$ cat src/rtl/rv_pkg.sv
// Shared register-file writeback types: widths, priority enum and the write-request payload.
package rv_pkg;

    localparam int unsigned XLEN       = 32;
    localparam int unsigned REG_ADDR_W = 5;
    localparam int unsigned STARVE_W   = 4;

    typedef enum logic {
        PRI_LD  = 1'b0,
        PRI_ALU = 1'b1
    } wb_pri_e;

    typedef struct packed {
        logic [REG_ADDR_W-1:0] rd;
        logic [XLEN-1:0]       data;
    } wb_req_t;

endpackage

$ cat src/rtl/wb_prio_fsm.sv
// Writeback priority state: loads win by default, the ALU is promoted after
// STARVE_MAX consecutive denials and demoted again after one ALU transfer.
module wb_prio_fsm
    import rv_pkg::*;
#(
    parameter int unsigned STARVE_MAX = 4
) (
    input  logic    clk,
    input  logic    reset,
    input  logic    alu_valid,
    input  logic    ld_valid,
    input  logic    alu_xfer,
    output wb_pri_e pri
);

    logic [STARVE_W-1:0] starve_cnt;
    logic [STARVE_W-1:0] starve_nxt;
    logic                alu_denied;

    // The ALU is only ever refused when a load claims the port under load priority.
    assign alu_denied = alu_valid && ld_valid && (pri == PRI_LD);

    always_comb begin
        starve_nxt = starve_cnt;
        if (alu_xfer) begin
            starve_nxt = '0;
        end else if (alu_denied) begin
            starve_nxt = starve_cnt + STARVE_W'(1);
        end
    end

    always_ff @(posedge clk or negedge reset) begin
        if (!reset) begin
            starve_cnt <= '0;
            pri        <= PRI_LD;
        end else begin
            starve_cnt <= starve_nxt;
            if (starve_nxt == STARVE_W'(STARVE_MAX)) begin
                pri <= PRI_ALU;
            end else if (alu_xfer) begin
                pri <= PRI_LD;
            end
        end
    end

endmodule

$ cat src/rtl/wb_arbiter.sv
// Register-file writeback arbiter between the ALU and load channels, with a retired-write
// counter. Define WB_FWD_EN to mirror the in-flight write on the fwd_* port.
module wb_arbiter
    import rv_pkg::*;
#(
    parameter int unsigned XLEN       = 32,
    parameter int unsigned STARVE_MAX = 4,
    parameter int unsigned CNT_W      = 32
) (
    input  logic                  clk,
    input  logic                  reset,
    input  logic                  alu_valid,
    input  logic [REG_ADDR_W-1:0] alu_rd,
    input  logic [XLEN-1:0]       alu_data,
    output logic                  alu_ready,
    input  logic                  ld_valid,
    input  logic [REG_ADDR_W-1:0] ld_rd,
    input  logic [XLEN-1:0]       ld_data,
    output logic                  ld_ready,
    output logic [REG_ADDR_W-1:0] rd,
    output logic [XLEN-1:0]       datain,
    output logic                  reg_write,
    output logic                  fwd_valid,
    output logic [REG_ADDR_W-1:0] fwd_rd,
    output logic [XLEN-1:0]       fwd_data,
    output logic [CNT_W-1:0]      retired_cnt
);

    wb_pri_e pri;
    logic    alu_xfer;
    logic    ld_xfer;
    wb_req_t req;

    wb_prio_fsm #(
        .STARVE_MAX (STARVE_MAX)
    ) u_prio (
        .clk       (clk),
        .reset     (reset),
        .alu_valid (alu_valid),
        .ld_valid  (ld_valid),
        .alu_xfer  (alu_xfer),
        .pri       (pri)
    );

    // Prioritised channel is always ready; the other only when the prioritised one is idle.
    always_comb begin
        alu_ready = 1'b0;
        ld_ready  = 1'b0;
        if (reset) begin
            if (pri == PRI_LD) begin
                ld_ready  = 1'b1;
                alu_ready = !ld_valid;
            end else begin
                alu_ready = 1'b1;
                ld_ready  = !alu_valid;
            end
        end
    end

    assign alu_xfer = alu_valid && alu_ready;
    assign ld_xfer  = ld_valid && ld_ready;

    always_comb begin
        req = '{rd: ld_rd, data: ld_data};
        if (alu_xfer) begin
            req = '{rd: alu_rd, data: alu_data};
        end
    end

    // Writes to x0 complete the handshake but never assert the write enable.
    always_ff @(posedge clk or negedge reset) begin
        if (!reset) begin
            rd        <= '0;
            datain    <= '0;
            reg_write <= 1'b0;
        end else begin
            reg_write <= 1'b0;
            if (alu_xfer || ld_xfer) begin
                rd        <= req.rd;
                datain    <= req.data;
                reg_write <= (req.rd != '0);
            end
        end
    end

    always_ff @(posedge clk or negedge reset) begin
        if (!reset) begin
            retired_cnt <= '0;
        end else if (reg_write) begin
            retired_cnt <= retired_cnt + CNT_W'(1);
        end
    end

`ifdef WB_FWD_EN
    assign fwd_valid = reg_write;
    assign fwd_rd    = rd;
    assign fwd_data  = datain;
`else
    assign fwd_valid = 1'b0;
    assign fwd_rd    = '0;
    assign fwd_data  = '0;
`endif

endmodule

$ cat config.mk
export PLATFORM = sky130hd
export DESIGN_NAME = wb_arbiter
export DESIGN_NICKNAME = d
export VERILOG_FILES = /design/src/rtl/rv_pkg.sv /design/src/rtl/wb_prio_fsm.sv /design/src/rtl/wb_arbiter.sv
export SDC_FILE = /design/constraint.sdc
export NUM_CORES = 1
export LEC_CHECK = 0
export ABC_AREA = 1
export CAP_MARGIN = 5
export CORE_UTILIZATION = 25
export DETAILED_ROUTE_END_ITERATION = 8
export PLACE_DENSITY = 0.54
export SLEW_MARGIN = 25
export SYNTH_ARGS = -nofsm -noshare
export SYNTH_HDL_FRONTEND = slang
export SYNTH_SLANG_ARGS = --single-unit
$ cat constraint.sdc
create_clock -name clk -period 1.7 [get_ports clk]
set_clock_uncertainty 0.1 [all_clocks]
set_input_delay 0.17 -clock clk [delete_from_list [all_inputs] [get_ports clk]]
set_output_delay 0.17 -clock clk [all_outputs]
set_load 0.1 [all_outputs]
util_map.png
Bar = 50 um. 13 x 13 tiles, from white (low) to dark blue (high), 0 to 100% covered.
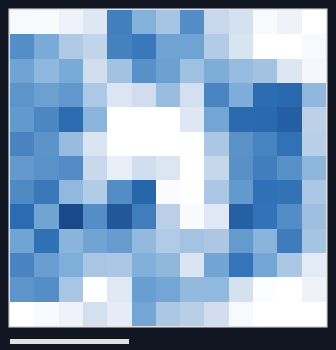
fullest tile: 90%
mean over tiles: 39%
densest ninth of the die: right middle
emptiest ninth of the die: middle
nearly empty tiles: 11%
tiles over 75% full: 6.5%

==> results.yml <==
# generated from flow reports
sta:
  finalCritPeriodShare_pct: 96.2
  setup_tns_ns: 0
  slew_headroom_pct: 57.7
  drv_slew: 0
  hold-worst-slack_ns: 0.176
  hold_viol: 0
  tightest_slew_ns: 0.634
  clock.fmax_ghz: 0.611
  fin_crit_ns: 1.64
  grt_setup_unrepaired: "false"
  setup_viol_count_final: 0
critical_path:
  startpoint_type: "primary input"
  worst-setup-path-type: "in2out"
  crit_required_ns: 1.43
  rr_startpoint: "retired_cnt[0]"
  crit_path_end_kind: "output pin"
  critPathMaxFanout: 33
clock_network:
  cts.clk_slew.worst_paths_ns: 0.05
  cts_tree: "done"
  cts_resized: 0
  cts_buffers: 9
  ctsHoldBuffers: 2
  postCtsSetupRepairBufs: 0
  clockRootBuffer: "clkbuf_16"
  htreeDepth: 3
  insertion_delay_ns: 0.34
yosys:
  ff_type: "dfrtp_1"
  syn_inst: 512
  yosys_area_sq_um: 4270
  postSynthSeqShare_pct: 43.9
  common_cells: "nand2_1, dfrtp_1, nor2_1"
  simple_gate_share_pct: 23.1
  async_flop_share_pct: 100
  yosys.area.top_type: "dfrtp_1"
  ys_types: 27
  synthXorXnorAreaFrac_pct: 5.33
  ys_sh_adder_pct: 0.586
  ys.warnings.count: 0
  synth-seq-cells: 75
  topCombFamilyByArea: "simple AND/OR/NAND/NOR gates"
  ys_sh_mux_pct: 0.264
  yosys.area_share.aoi_pct: 11.9
  ys_cells: 512
finish:
  regArea_sq_um: 1930
  buf_share_pct: 34.9
  non_clock_inverter_count: 52
  fill_cells: 1611
  clkCellAreaFrac_pct: 3.86
  postLayoutCoreUtil_pct: 42.5
  design_area_sq_um: 7070
  antenna_cells: 0
  biggestCellCategory: "buffers"
  finalNonFillerCells: 901
  sh_comb_area_pct: 27.3
  logic_area_sq_um: 1930
  fin_nets: 756
  drive_above_1_share_pct: 27.9
  seq_share_pct: 27.2
  nClkBuffers: 12
  non_clock_buffer_count: 173
  n_sequential_cell: 75
route:
  vias_per_cell: 4.35
  drt_iter0_drc: 201
  routed_wl_um: 12100
  wl_per_cell_um: 13.5
  postRouteAntennaNets: 0
  drtPass1Iterations: 5
floorplan:
  die_h_um: 133
  die_w_um: 133
  row_count: 47
  io_pins: 188
  chip_area_sq_um: 17600
  num_tap_cells: 220
  coreArea_sq_um: 16600
placement:
  postPlaceCellArea_sq_um: 6750
  hpwl_um: 9310
  numPortBuffers: 149
  gp_congestion: 0.830
  place_ws_ns: -0.112
power:
  p_per_area_nw_per_um2: 1170
  power_mw: 8.24
grt:
  first_global_vias: 4068
  grt_antenna_before_repair: 0
  grt_pass1_wl_um: 19800
  overflow: 0
  grt_use_total_pct: 14.3
run:
  max_cap_viol_count: 0
worst_hold_path:
  min_from: "reset"
run_status:
  status: "completed"
floorplan.png
Bar = 50 um. Pins as bars on the die edge. Tap cells in gray.
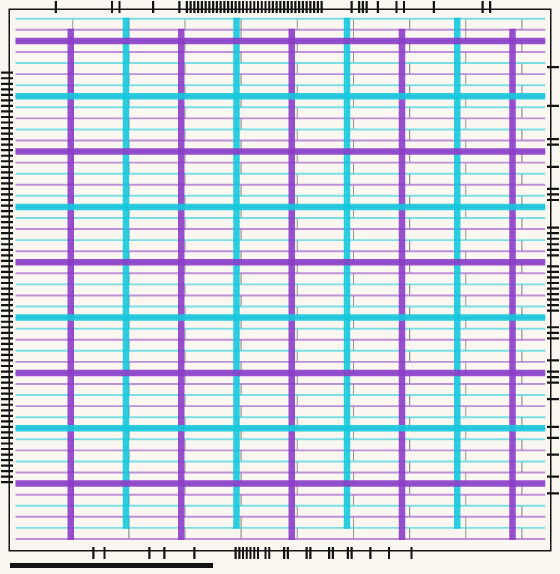
[purple] VSS
[cyan] VDD
met1 rails: 48
rows: 47
signal pins: 188
met4 straps: 9
tap cells: 220

critical path, stage by stage:
cell             delay, ns
clkdlybuf4s50_1       0.45
buf_4                 0.18
a21oi_4               0.16
buf_12                0.20
buf_12                0.19
power by group:
part | leakage [nW] | total [mW] | internal, mW | switching (mW)
sequential | 0.884 | 2.43 | 2.08 | 0.345
combinational | 2.05 | 4.05 | 1.38 | 2.67
clock | 0.133 | 1.77 | 1.03 | 0.743
path summary, 6_finish.rpt:
kind	to	slack, ns	cells past startpoint
worst max-delay path	alu_ready	0.06	5
worst min-delay path	rd[2]	0.18	4
worst max register to register	retired_cnt[26]	0.11	7
worst min register to register	retired_cnt[4]	0.43	1
max in group asynchronous	retired_cnt[3]	0.47	3
min in group asynchronous	rd[1]	0.21	2
metal layers:
| layer | up-vias | GRT usage (%) | share of wire [%] |
|---|---|---|---|
| met3 | 16 | 6.32 | 9.0 |
| met2 | 146 | 24.7 | 49 |
| met5 | - | 0 | 0 |
| met4 | 0 | 5.11 | 1.8 |
| li1 | 1893 | - | - |
| met1 | 1861 | 15.5 | 40 |
placed cells by master, fill, tap and decap left out, types with 2 or more instances in the layout:
cell type	count
nor2_1	57
inv_1	47
clkbuf_1	2
inv_2	4
clkbuf_16	9
conb_1	38
nor2_4	4
buf_4	17
nor2_2	4
dfrtp_2	25
dfrtp_1	45
clkdlybuf4s50_1	76
nand2_2	3
nand3_1	56
dlygate4sd3_1	2
nand2_1	86
dfrtp_4	5
nand4_1	11
xor2_1	10
xnor2_1	16
a21oi_1	35
a21oi_4	2
clkinv_2	2
o21ai_1	5
buf_12	78
a21oi_2	30
o21ai_0	2
state kept, by name (all words and copies together) (netlist names):
name	count
datain	32
retired_cnt	32
reg_write	1
u_prio.starve_cnt	4
u_prio.pri	1
rd	5
Power is estimated from default activity; no workload was simulated.
